$ cat src/rtl/rr_pulse_pkg.sv
// ============================================================================
// Module      : rr_pulse_pkg
// Description : Shared types and sizing helper for the index-to-pulse generator.
// Revision    : 1.0 - initial release
// ============================================================================
`default_nettype none

package rr_pulse_pkg;

    typedef enum logic [1:0] {
        IDLE = 2'd0,
        HIGH = 2'd1,
        GAP  = 2'd2
    } pulse_state_t;

    // The counter is wide enough to hold the larger of the two reload values.
    function automatic int cnt_width(input int pulse_width, input int gap_width);
        int longest;
        longest = (pulse_width > gap_width) ? pulse_width : gap_width;
        return (longest < 1) ? 1 : $clog2(longest + 1);
    endfunction

endpackage

`default_nettype wire

$ cat src/rtl/rr_pulse_channel.sv
// ============================================================================
// Module      : rr_pulse_channel
// Description : One output channel: IDLE -> HIGH -> GAP -> IDLE with a reload
//               down-counter. Optional macro: RR_PULSE_RETRIGGER_EN.
// Revision    : 1.0 - initial release
// ============================================================================
`default_nettype none

module rr_pulse_channel
    import rr_pulse_pkg::*;
#(
    parameter int PULSE_WIDTH = 4,
    parameter int GAP_WIDTH   = 1
)
(
    input  logic clk,
    input  logic rstn,
    input  logic start,
    output logic pulse,
    output logic busy,
    output logic can_accept
);

    localparam int               CNT_W     = cnt_width(PULSE_WIDTH, GAP_WIDTH);
    localparam logic [CNT_W-1:0] HIGH_LOAD = CNT_W'(PULSE_WIDTH - 1);
    localparam logic [CNT_W-1:0] GAP_LOAD  = CNT_W'(GAP_WIDTH - 1);
    localparam logic [CNT_W-1:0] CNT_ONE   = CNT_W'(1);

    pulse_state_t     state;
    pulse_state_t     state_next;
    logic [CNT_W-1:0] cnt;
    logic [CNT_W-1:0] cnt_next;

    always_ff @(posedge clk or negedge rstn) begin
        if (!rstn) begin
            state <= IDLE;
            cnt   <= '0;
            pulse <= 1'b0;
        end else begin
            state <= state_next;
            cnt   <= cnt_next;
            // Output register follows the next state so it lines up with the FSM.
            pulse <= (state_next == HIGH);
        end
    end

    always_comb begin
        state_next = state;
        cnt_next   = cnt;
        case (state)
            IDLE: begin
                if (start) begin
                    state_next = HIGH;
                    cnt_next   = HIGH_LOAD;
                end
            end
            HIGH: begin
`ifdef RR_PULSE_RETRIGGER_EN
                if (start) begin
                    cnt_next = HIGH_LOAD;
                end else
`endif
                if (cnt == '0) begin
                    state_next = GAP;
                    cnt_next   = GAP_LOAD;
                end else begin
                    cnt_next = cnt - CNT_ONE;
                end
            end
            GAP: begin
                if (cnt == '0) begin
                    state_next = IDLE;
                end else begin
                    cnt_next = cnt - CNT_ONE;
                end
            end
            default: begin
                state_next = IDLE;
                cnt_next   = '0;
            end
        endcase
    end

    assign busy = (state != IDLE);

`ifdef RR_PULSE_RETRIGGER_EN
    assign can_accept = (state == IDLE) || (state == HIGH);
`else
    assign can_accept = (state == IDLE);
`endif

endmodule

`default_nettype wire

$ cat src/rtl/rr_index_pulse_gen.sv
// ============================================================================
// Module      : rr_index_pulse_gen
// Description : Valid/ready stream of bit indices to per-bit pulses with a
//               guaranteed low gap. Optional macro: RR_PULSE_RETRIGGER_EN.
// Revision    : 1.0 - initial release
// ============================================================================
`default_nettype none

module rr_index_pulse_gen
    import rr_pulse_pkg::*;
#(
    parameter  int DATA_WIDTH    = 8,
    parameter  int PULSE_WIDTH   = 4,
    parameter  int GAP_WIDTH     = 1,
    localparam int LB_DATA_WIDTH = $clog2(DATA_WIDTH)
)
(
    input  logic                     clk,
    input  logic                     rstn,
    input  logic [LB_DATA_WIDTH-1:0] index,
    input  logic                     valid,
    output logic                     ready,
    output logic [DATA_WIDTH-1:0]    out_data,
    output logic [DATA_WIDTH-1:0]    busy,
    output logic                     drop
);

    localparam int                     SLOTS  = 1 << LB_DATA_WIDTH;
    localparam logic [LB_DATA_WIDTH:0] DW_EXT = (LB_DATA_WIDTH + 1)'(DATA_WIDTH);

    logic [DATA_WIDTH-1:0] chan_ready;
    logic [DATA_WIDTH-1:0] start;
    logic [SLOTS-1:0]      slot_ready;
    logic                  in_range;
    logic                  accept;

    assign in_range = ({1'b0, index} < DW_EXT);

    // Unused index codes always report ready so they can be accepted and dropped.
    for (genvar i = 0; i < SLOTS; i++) begin : g_slot
        if (i < DATA_WIDTH) begin : g_chan_slot
            assign slot_ready[i] = chan_ready[i];
        end else begin : g_pad_slot
            assign slot_ready[i] = 1'b1;
        end
    end

    assign ready  = slot_ready[index];
    assign accept = valid & ready;

    for (genvar i = 0; i < DATA_WIDTH; i++) begin : g_chan
        assign start[i] = accept & in_range & (index == LB_DATA_WIDTH'(i));

        rr_pulse_channel #(
            .PULSE_WIDTH (PULSE_WIDTH),
            .GAP_WIDTH   (GAP_WIDTH)
        ) u_channel (
            .clk        (clk),
            .rstn       (rstn),
            .start      (start[i]),
            .pulse      (out_data[i]),
            .busy       (busy[i]),
            .can_accept (chan_ready[i])
        );
    end

    always_ff @(posedge clk or negedge rstn) begin
        if (!rstn) begin
            drop <= 1'b0;
        end else begin
            drop <= accept & ~in_range;
        end
    end

endmodule

`default_nettype wire

$ cat config.mk
export PLATFORM = sky130hd
export DESIGN_NAME = rr_index_pulse_gen
export DESIGN_NICKNAME = d
export VERILOG_FILES = /design/src/rtl/rr_pulse_pkg.sv /design/src/rtl/rr_pulse_channel.sv /design/src/rtl/rr_index_pulse_gen.sv
export SDC_FILE = /design/constraint.sdc
export NUM_CORES = 1
export LEC_CHECK = 0
export CAP_MARGIN = 30
export CORE_UTILIZATION = 40
export DETAILED_ROUTE_END_ITERATION = 12
export PLACE_DENSITY = 0.7
export SKIP_LAST_GASP = 1
export SYNTH_ARGS = -nofsm -noshare
export SYNTH_HDL_FRONTEND = slang
export SYNTH_SLANG_ARGS = --single-unit
$ cat constraint.sdc
create_clock -name clk -period 2.4 [get_ports clk]
set_input_delay 0.36 -clock clk [delete_from_list [all_inputs] [get_ports clk]]
set_output_delay 0.36 -clock clk [all_outputs]
set_load 0.02 [all_outputs]
==> reports/writeup.txt <==
Sorting the synthesized cells by how often they occur yields 48 x dfrtp_1, 37 x nor2_1, 28 x inv_1. The arrival time of the worst setup path was 1.94 ns; the total negative setup slack was 0 ns. The vias per cell was 5.11. The initial core utilization was 41.5%.

The stage logs contain a warning count of 34. For the final global-route overflow total, the log shows 0. In the setup report, the worst path falls into the class primary input to output pin. First element of the critical path: index[0]. TritonRoute output was used to compute an average wire per cell of 12.7 µm.

For this design the static power due to leakage is 1.55 nW. Logged for this run, the post-placement worst setup slack is -0.125 ns. For the count of warnings emitted by yosys, the log shows 0. The tools report the number of maximum-capacitance violations as 0. Entering global routing, the biggest net connects 29 pins. Across the VDD grid, the largest voltage drop is 0.743 mV.

Following the worst setup path forward leads to its endpoint at ready. The timing report notes that buffer and inverter cells on the critical path total 2. TritonCTS built the clock tree. The total power per unit cell area came out at 1370 nW/µm². Sorting the synthesis cell report by count puts at the top dfrtp_1. Among the non-sequential cells, simple AND/OR/NAND/NOR gates take the most area.

The height of the die was 89.0 µm. The tools report the capturing point of the worst reg2reg path as g_chan[1].u_channel.cnt[1]$_DFFE_PN0P_. The count of buffers from port buffering was 22; the average cell area after synthesis was 9.18 µm². Reg-to-reg startpoint: g_chan[1].u_channel.cnt[0]$_DFFE_PN0P_. With the area used by sequential logic in the layout at 1200 µm², the number of cell instances on the worst register-to-register path is 6. Path class of the lowest-slack min-delay path: primary input to async pin. Pins over their slew limit in the final report were tallied at 0.

Setup repair after global routing left no endpoint under its margin. After clock tree synthesis, the clock-pin slew on the worst setup and hold paths is 0.09 ns. After layout, the design draws a total of 4.68 mW. The logs give 16.2% for the aggregate global-route resource usage and 1.97 mW for the switching power of the nets.

The largest share of the power goes to combinational logic. The share of the clock period used by the worst path is 95.7%, and the share of synthesized cell area in and, or, nand and nor gates is 20.3%. The mapped netlist covers 3030 µm².

The placement summary gives the final routability congestion estimate as 0.824. The report lists the cells along the critical path as clkdlybuf4s50_1 > mux4_1 > a21o_1 > dlygate4sd2_1. The worst hold margin was 0.0128 ns; the cell resize tally after clock tree synthesis was 1. The synthesized netlist contains 50 unique library cells.

In the layout the commonest cells are 48 x dfrtp_1, 37 x nor2_1, 28 x inv_1. For the sum of net half-perimeters after detailed placement, the log shows 4260 µm. For the post-detailed-route DRC marker count, the log shows 0. The synthesis report names the predominant flop master as dfrtp_1. With the via count of the first global-routing pass at 2185, the power of the clock network is 0.575 mW. STA classifies the critical path startpoint as a primary input. For this run, the register share of the synthesized area comes to 39.7%. Layout cell share with drive strength beyond 1: 11.9%. The final layout contains 365 nets.

Per STA, the worst path accumulates the most delay in the family buffers and inverters. The cell count after synthesis came out at 330. The die extent in x works out to 89.0 µm.

The count of final setup violators was 0. The internal portion of the total power is 2.71 mW. The final route contains 2264 vias. The area overhead of the layout relative to synthesis is 12.8%. The logs give 2.04 ns for the worst endpoint required time and 3030 µm² for the post-synthesis chip area from yosys.

Registers are responsible for 30.9% of the overall power. The worst-skew pair later-pin latency came out at 0.30 ns. In this run the full chip footprint comes out at 7920 µm². Leaving out filler cells and counting taps, the final layout contains 443. The run gives 0.68 ns for the register-to-register path setup slack. The tools report the kind of end point of the critical path as an output pin.

The number of antenna violations at the first check in global routing was 0. Counting buffers and inverters, the worst setup path is 4 cells deep. Yosys reported that registers with async set or reset make up 100%.

Pin slew with the least headroom to its limit: 0.537 ns. The run gives 24 as the I/O pin count. With the net count after synthesis at 352, the number of iterations in the first detailed-routing pass is 4. The critical path maximum fanout is 2. Wire length of the first global-routing pass: 9980 µm. The dominant cell type by area after synthesis is dfrtp_1. The run gives 0.103 ns for the final setup slack of the worst path.

The post-synthesis register bit count is 48. Per the TritonCTS log, the buffer count is 5. The run gives 129 for the violation count after the first detailed-routing iteration. In the post-synthesis netlist, the biggest area contributors are dfrtp_1 40%, ha_1 6.6%, nor2_1 4.6%.

The synthesized design contains 0 enable-type register cells. The number of antenna diodes in the final layout is 0. The flow ran to the end, and the final reports show no timing, DRC or antenna violations. Clock tree synthesis selected as its root buffer the cell clkbuf_8.

The finished cells cover 3420 µm². The cell-mix breakdown from Yosys lists the compound-gate area share as 15.5%. For this run, the slowest stage of the critical path takes 0.56 ns. The slowest cell on the critical path was mux4_1. Per the repair_timing log after CTS, setup buffers inserted total 0.

The number of hold-repair buffers added at the cts stage came out at 0. The logs give 56.8% for the combinational share of power and 2.66 mW for the combinational power. Power attributed to sequential cells is 1.44 mW.

For the cell count listed in synth_stat.txt, the log shows 330. The smallest clock period supported by the final layout is computed as 2.30 ns. The H-tree level count came out at 2. The tools report the standard cell area after detailed placement as 3310 µm². With the multiplexer share of the synthesized area at 4.87%, the clock network fraction of total power is 12.3%. Per the final timing report, the hold violations number 0.

The clock drives 48 sinks. The run gives 5600 µm as the post-detailed-routing wire length. Per the layout area report, the combinational gate area comes to 1510 µm². The adder-cell share of the synthesized area is 6.61%. Based on the critical path, the design can be clocked at up to 435 MHz. The logs give 64.1% for the worst-case headroom to the max-slew limit and 2 for the number of buffers between clock root and the deepest sink. With the clock tree skew after final layout at 0.0108 ns, the post-placement cell count is 435. Per the synthesis report, the XOR/XNOR share of the synthesized area is 2.31%. The area share of the leading cell type in the synthesized netlist works out to 39.7%.

In this run the remaining antenna-violating nets after routing total 0. The total of fill cells in the finished design was 717; the net switching share of the total power was 42.0%. Most used logic cell in the final layout: dfrtp_1.
[final cells by class]
cell class              instances  share of cell area, %
flip-flops and latches         48                   35.1
clock buffers                   6                   2.12
inverters                      29                   3.18
clock inverters                 2                   1.02
multi-input cells             218                   44.1
well taps                      99                   3.62
repair buffers                 41                   10.8
[flip-flops by register name, summed over array words and instances (netlist names)]
| register | count |
|---|---|
| g_chan.u_channel.cnt | 24 |
| g_chan.u_channel.pulse | 8 |
| g_chan.u_channel.state | 16 |
[per-layer routing]
layer  routed length (µm)  GRT usage [%]  vias to the layer above
li1                     -              -                     1130
met1                 2680           21.3                     1089
met2                 2550           25.7                       33
met3                  242           3.69                       12
met4                  131           6.93                        0
met5                    0              0                        -
**Cells coloured by class**

Fill, decap, tap and diode cells in grey.
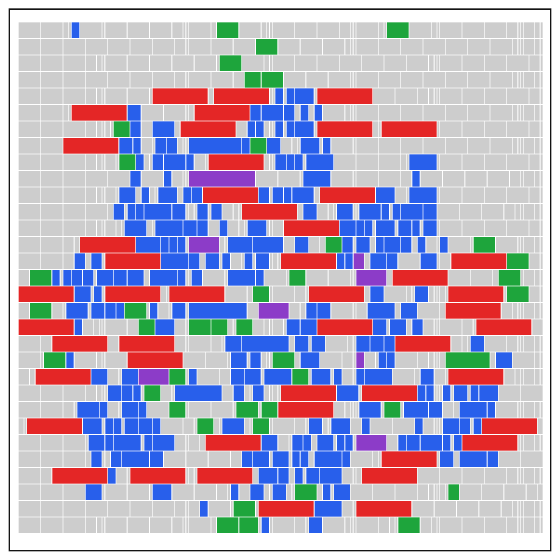
green -> other buffers and delay cells  # cells 41, share of their area 11%
blue -> combinational and other logic  # cells 247, share of their area 49%
purple -> clock drivers and dummy loads  # cells 8, share of their area 3.3%
red -> flops  # cells 48, share of their area 36%

**PDN straps and rails**

The bar under the picture is 20 µm long. Pins as bars on the die edge. Tap cells in grey.
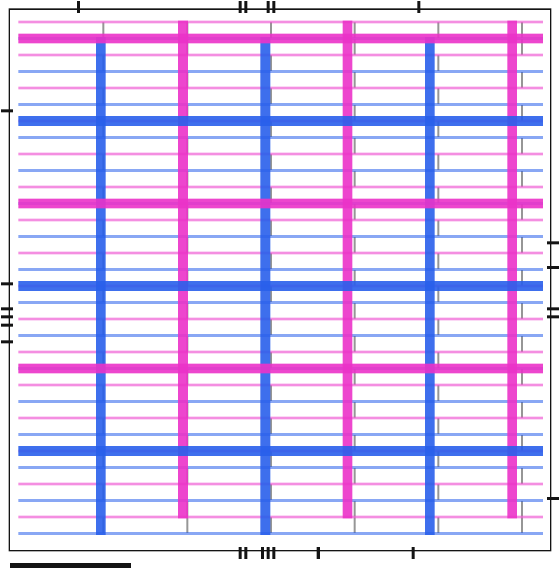
magenta -> VDD
blue -> VSS
met4 straps = 6
rows = 31
signal pins = 24
met5 straps = 6

**Placed standard cells**

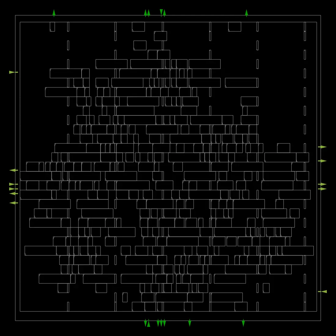
area inside the core boundary: 7290 µm²
post-layout util: 46.9%
std cell rows: 31
number of flip-flops and latches: 48

**Wire density map**

The die is cut into 18 by 18 equal tiles; dark blue is low, red is high, scaled to the fullest tile. Values are wire area over tile area, all layers added.
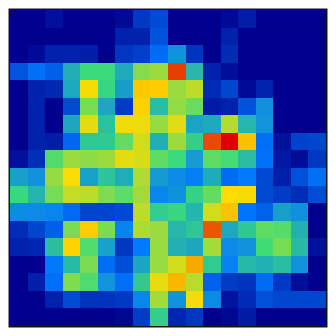
nearly empty tiles = 24%
tiles over half the peak = 23%
densest ninth of the die = centre

**Port wiring**

The bar under the picture is 20 µm long.
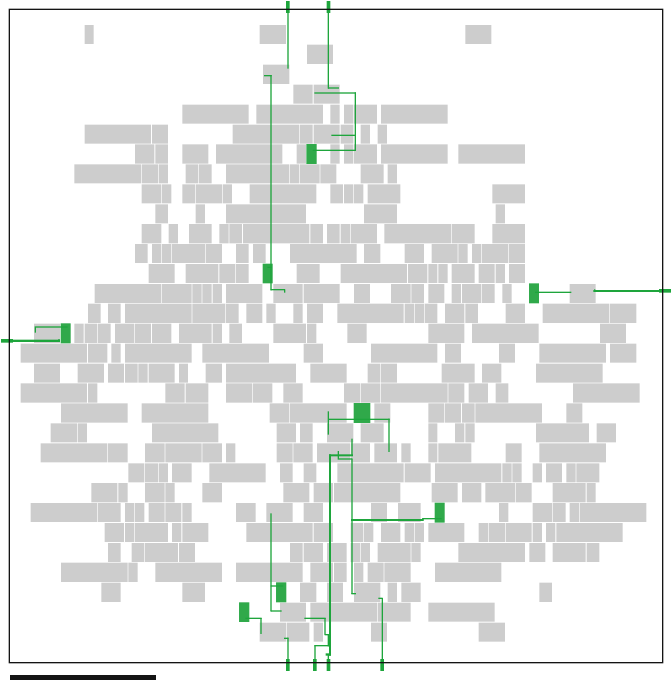
green -> `busy`  # bits 8, direction output, edge 4 bottom, 2 top, 1 left, 1 right, end cells 8, buffers 8, wire 226 µm

Power figures rest on the tool's default switching activity, not on a simulated workload.
